### src/rtl/pipe_perf_monitor.sv
// Purpose : retirement monitor; counts cycles/retires/bubbles/ctrl/mispred, detects self-loop halt, runs a cycle watchdog.
// Latency : 1 cycle; an event sampled at edge N is reflected on every output right after edge N.
// Backpressure: none; a passive tap on the core debug outputs that can never stall the core.
//
// Ports:
//   i_clk, i_reset (sync, active-low), i_clear (sync soft clear, reset has priority)
//   i_pc_debug / i_insn_vld / i_ctrl / i_mispred : retirement tap from the core writeback stage
//   o_state (00 IDLE, 01 RUN, 10 DONE, 11 TOUT), o_done / o_timeout (sticky)
//   o_cycles, o_insns, o_bubbles, o_ctrl_cnt, o_mispred_cnt : saturating event counters
//   o_halt_pc : PC of the self-loop that ended the run
module pipe_perf_monitor #(
    parameter int PC_W        = 32,
    parameter int CNT_W       = 32,
    parameter int TIMEOUT     = 50_000,
    parameter int HALT_REPEAT = 4
) (
    input  logic             i_clk,
    input  logic             i_reset,
    input  logic             i_clear,
    input  logic [PC_W-1:0]  i_pc_debug,
    input  logic             i_insn_vld,
    input  logic             i_ctrl,
    input  logic             i_mispred,
    output logic [1:0]       o_state,
    output logic             o_done,
    output logic             o_timeout,
    output logic [CNT_W-1:0] o_cycles,
    output logic [CNT_W-1:0] o_insns,
    output logic [CNT_W-1:0] o_bubbles,
    output logic [CNT_W-1:0] o_ctrl_cnt,
    output logic [CNT_W-1:0] o_mispred_cnt,
    output logic [PC_W-1:0]  o_halt_pc
);

    localparam int               REP_W    = $clog2(HALT_REPEAT + 1);
    localparam logic [REP_W-1:0] REP_HALT = REP_W'(HALT_REPEAT);
    localparam logic [CNT_W-1:0] TMO      = CNT_W'(TIMEOUT);

    typedef enum logic [1:0] {
        IDLE = 2'b00,
        RUN  = 2'b01,
        DONE = 2'b10,
        TOUT = 2'b11
    } state_t;

    state_t           state;
    logic [PC_W-1:0]  last_pc;
    logic [REP_W-1:0] rep;

    // Increment that sticks at all-ones instead of wrapping.
    function automatic logic [CNT_W-1:0] sat_inc(input logic [CNT_W-1:0] v, input logic en);
        sat_inc = (en && (v != {CNT_W{1'b1}})) ? v + CNT_W'(1) : v;
    endfunction

    logic             first;
    logic             active;
    logic [REP_W-1:0] rep_nxt;
    logic [CNT_W-1:0] cycles_nxt;
    logic             halt;
    logic             wdog;

    always_comb begin
        first  = (state == IDLE);
        // The retirement that wakes us from IDLE is itself counted.
        active = (state == RUN) || (first && i_insn_vld);

        // last_pc is stale on the entry cycle, so the first retirement restarts the run length.
        if (!i_insn_vld)
            rep_nxt = rep;
        else if (first || (i_pc_debug != last_pc))
            rep_nxt = REP_W'(1);
        else if (rep < REP_HALT)
            rep_nxt = rep + REP_W'(1);
        else
            rep_nxt = rep;

        cycles_nxt = sat_inc(o_cycles, 1'b1);
        halt       = i_insn_vld && (rep_nxt == REP_HALT);
        wdog       = (TIMEOUT != 0) && (cycles_nxt == TMO);
    end

    always_ff @(posedge i_clk) begin
        if (!i_reset || i_clear) begin
            state         <= IDLE;
            o_done        <= 1'b0;
            o_timeout     <= 1'b0;
            o_cycles      <= '0;
            o_insns       <= '0;
            o_bubbles     <= '0;
            o_ctrl_cnt    <= '0;
            o_mispred_cnt <= '0;
            o_halt_pc     <= '0;
            last_pc       <= '0;
            rep           <= '0;
        end else if (active) begin
            o_cycles      <= cycles_nxt;
            o_insns       <= sat_inc(o_insns, i_insn_vld);
            o_bubbles     <= sat_inc(o_bubbles, !i_insn_vld);
            o_ctrl_cnt    <= sat_inc(o_ctrl_cnt, i_insn_vld & i_ctrl);
            o_mispred_cnt <= sat_inc(o_mispred_cnt, i_insn_vld & i_mispred);
            rep           <= rep_nxt;
            if (i_insn_vld)
                last_pc <= i_pc_debug;
            // Halt outranks the watchdog when both land on the same cycle.
            if (halt) begin
                state     <= DONE;
                o_done    <= 1'b1;
                o_halt_pc <= i_pc_debug;
            end else if (wdog) begin
                state     <= TOUT;
                o_timeout <= 1'b1;
            end else begin
                state <= RUN;
            end
        end
    end

    assign o_state = state;

endmodule

### config.mk
export PLATFORM = sky130hd
export DESIGN_NAME = pipe_perf_monitor
export DESIGN_NICKNAME = d
export VERILOG_FILES = /design/src/rtl/pipe_perf_monitor.sv
export SDC_FILE = /design/constraint.sdc
export NUM_CORES = 1
export LEC_CHECK = 0
export ABC_AREA = 1
export CORE_MARGIN = 2
export CORE_UTILIZATION = 30
export DETAILED_ROUTE_END_ITERATION = 12
export PLACE_DENSITY = 0.6
export SETUP_SLACK_MARGIN = 0.3
export SYNTH_ARGS = -nofsm -noshare
export SYNTH_HDL_FRONTEND = slang
export SYNTH_SLANG_ARGS = --single-unit
### constraint.sdc
create_clock -name i_clk -period 2.25 [get_ports i_clk]
set_input_delay 0.5625 -clock i_clk [delete_from_list [all_inputs] [get_ports i_clk]]
set_output_delay 0.5625 -clock i_clk [all_outputs]
set_load 0.005 [all_outputs]
run_1/pins.png
Scale: 2 px per um. Pins as bars across the die edge, other pins in grey.
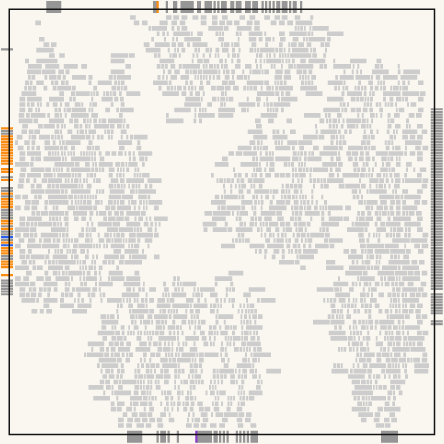
o_done: drawn in purple, pins 1, direction output, edge bottom. o_state: drawn in blue, pins 2, direction output, edge left. i_pc_debug: drawn in orange, pins 32, direction input, edge 31 left, 1 top.
Buffers on Ports: 233
Die Y: 211.8 um
width of the die: 211.8 um

run_1/final_placement.png
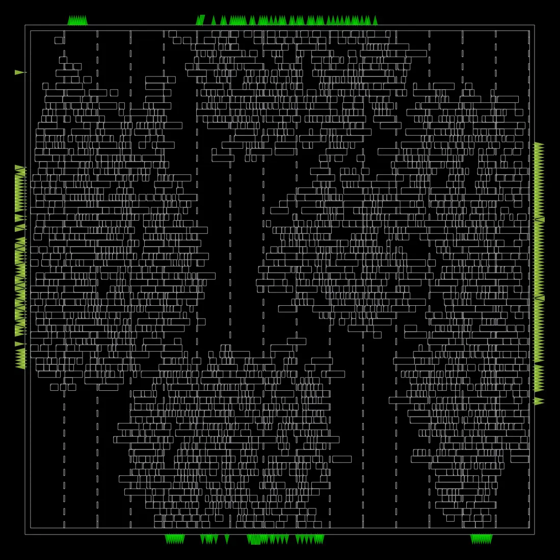
Final Non-Filler Cells: 3129
Seq area share: 24.53%
FP Rows: 76
core area: 0.04289 mm^2
FILL cells: 4274

==> results.yml, run 1 <==
# generated from flow reports
layout:
  comb_area_mm2: 0.007961
  nets: 2564
  buffer_area_share_pct: 22.77
  comb_cells: 1475
  synthToLayoutAreaGrowth_pct: 56.91
yosys:
  synthTopLogicFamily: "simple AND/OR/NAND/NOR gates"
  most_common_cell: "nand2_1"
  ys_async_sr_fraction_pct: 0
  edf_count: 0
  postSynthAreaPerCell_um2: 6.379
  synthesis.area_mm2: 0.01296
  ys_seq_share_pct: 35.69
  syn_inst: 2031
clock_network:
  path_clk_slew_ns: 0.06
  cts_tree: "built"
  cts_sinks: 231
  clkLatencyLatePin_ns: 0.59
  cts_setup_buffers: 53
drt:
  vias: 15590
  finalWirelength_um: 50280
  met1_length_um: 21180
  drc: 0
global_route:
  grt_use_met3_pct: 3.991
  track_usage_pct: 21.16
  grt_pass1_vias: 14680
  grt_max_degree: 67
  antenna_found_initial: 1
setup_path:
  critical_path_class: "flip-flop to flip-flop"
  cpMaxStageDelayCell: "dfxtp_2"
  start_kind: "flip-flop"
  crit_family: "simple AND/OR/NAND/NOR gates"
  r2r-end: "rep[2]"
  r2r_cells: 14
placement:
  preCtsSetupSlack_ns: -0.5045
  dpl.hpwl_um: 34810
final_timing:
  setup_viol: 0
  tightestPinTransition_ns: 0.4850
  fin_crit_ns: 2.104
die:
  die-area_mm2: 0.04487
pwr:
  switchingPower_mw: 2.618
outcome:
  status: "finished, final reports clean"
hold_path:
  whs_path_depth: 3
run_1/port_nets.png
Scale: 1 px per um.
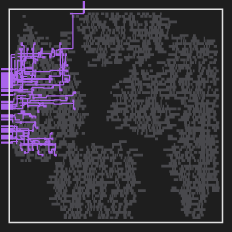
i_pc_debug: drawn in purple, bits 32, direction input, end cells 99, buffers 50, wire 1930 um.
Ports: 234

run_1/gate_families.png
Scale: 2 px per um.
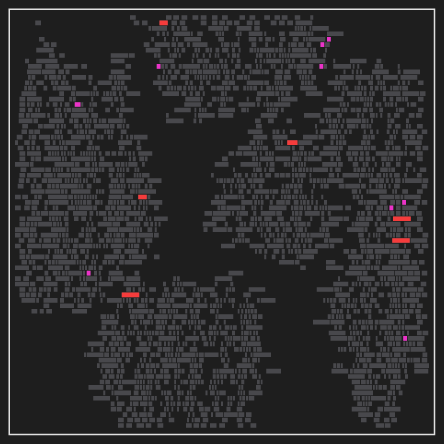
adder and majority cells: drawn in red, cells 6. AND and OR gates: drawn in magenta, cells 9.

==> run 2: changes to the inputs <==
--- a/config.mk
+++ b/config.mk
@@ -14,3 +14,4 @@
 export SYNTH_ARGS = -nofsm -noshare
 export SYNTH_HDL_FRONTEND = slang
 export SYNTH_SLANG_ARGS = --single-unit
+export TNS_END_PERCENT = 1
run_2/port_nets.png
Scale: 1 px per um.
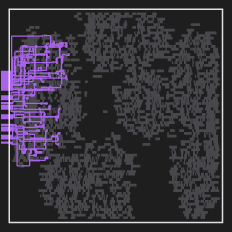
i_pc_debug: drawn in purple, bits 32, direction input, end cells 99, buffers 48, wire 2090 um.

==> run 2 against run 1 <==
  * Sequential share of layout area shrank 0.45 points
  * Total power shrank 6.0%
  * Combinational power shrank 5%
  * Clock power shrank 12%
  * Largest cell class unchanged
  * Highest routed layer is now met5
==> results.yml, run 2 <==
# generated from flow reports
yosys:
  synthesis.area_mm2: 0.01296
  ys_seq_share_pct: 35.69
  edf_count: 0
  syn_inst: 2031
  most_common_cell: "nand2_1"
  postSynthAreaPerCell_um2: 6.379
  ys_warn_count: 0
placement:
  preCtsSetupSlack_ns: -0.5543
setup_path:
  cpMaxStageDelayCell: "dfxtp_2"
  r2r-end: "o_halt_pc[19]"
  critical_path_class: "flip-flop to flip-flop"
die:
  rows: 76
  die_y_um: 211.8
  die-area_mm2: 0.04487
  core_mm2: 0.04289
  pin_count: 234
clock_network:
  cts_tree: "built"
  clkLatencyLatePin_ns: 0.55
  cts_setup_buffers: 1
  cts_sinks: 231
  path_clk_slew_ns: 0.06
outcome:
  status: "finished, final reports clean"
drt:
  met1_length_um: 20680
  drc: 0
  finalWirelength_um: 47650
  vias: 15120
global_route:
  antenna_found_initial: 1
  grt_pass1_vias: 13870
  grt_use_met3_pct: 3.427
  track_usage_pct: 19.84
  grt_max_degree: 68
pwr:
  switchingPower_mw: 2.433
  pwr-share-seq_pct: 43.2
  power_leakage_nw: 11.50
  power_frac_comb_pct: 10.0
layout:
  lay_top_cells: "nand2_1 (427), inv_1 (238), nor2_1 (236)"
  comb_area_mm2: 0.007826
  fill_cells: 4242
  clock_buffers: 40
  comb_cells: 1474
  nets: 2521
  fin_cells: 3084
hold_path:
  whs_path_depth: 3
final_timing:
  setup_viol: 0
  fmax_ghz: 0.4738
  skew_ns: 0.01260
run_2/drive_strength.png
Scale: 2 px per um.
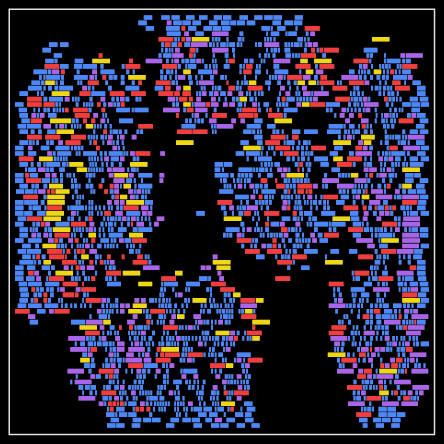
drive 3 to 4: drawn in purple, cells 309. drive 6 and up: drawn in yellow, cells 83. drive 2: drawn in red, cells 258. drive 1 or less: drawn in blue, cells 1849.
Non-clk bufs: 484
Final Instance Area: 0.02052 mm^2
Area Growth Syn to Fin: 58.41%
setup ws final: 0.1395 ns

No activity file was given, so power comes from the tool's default toggle rates.
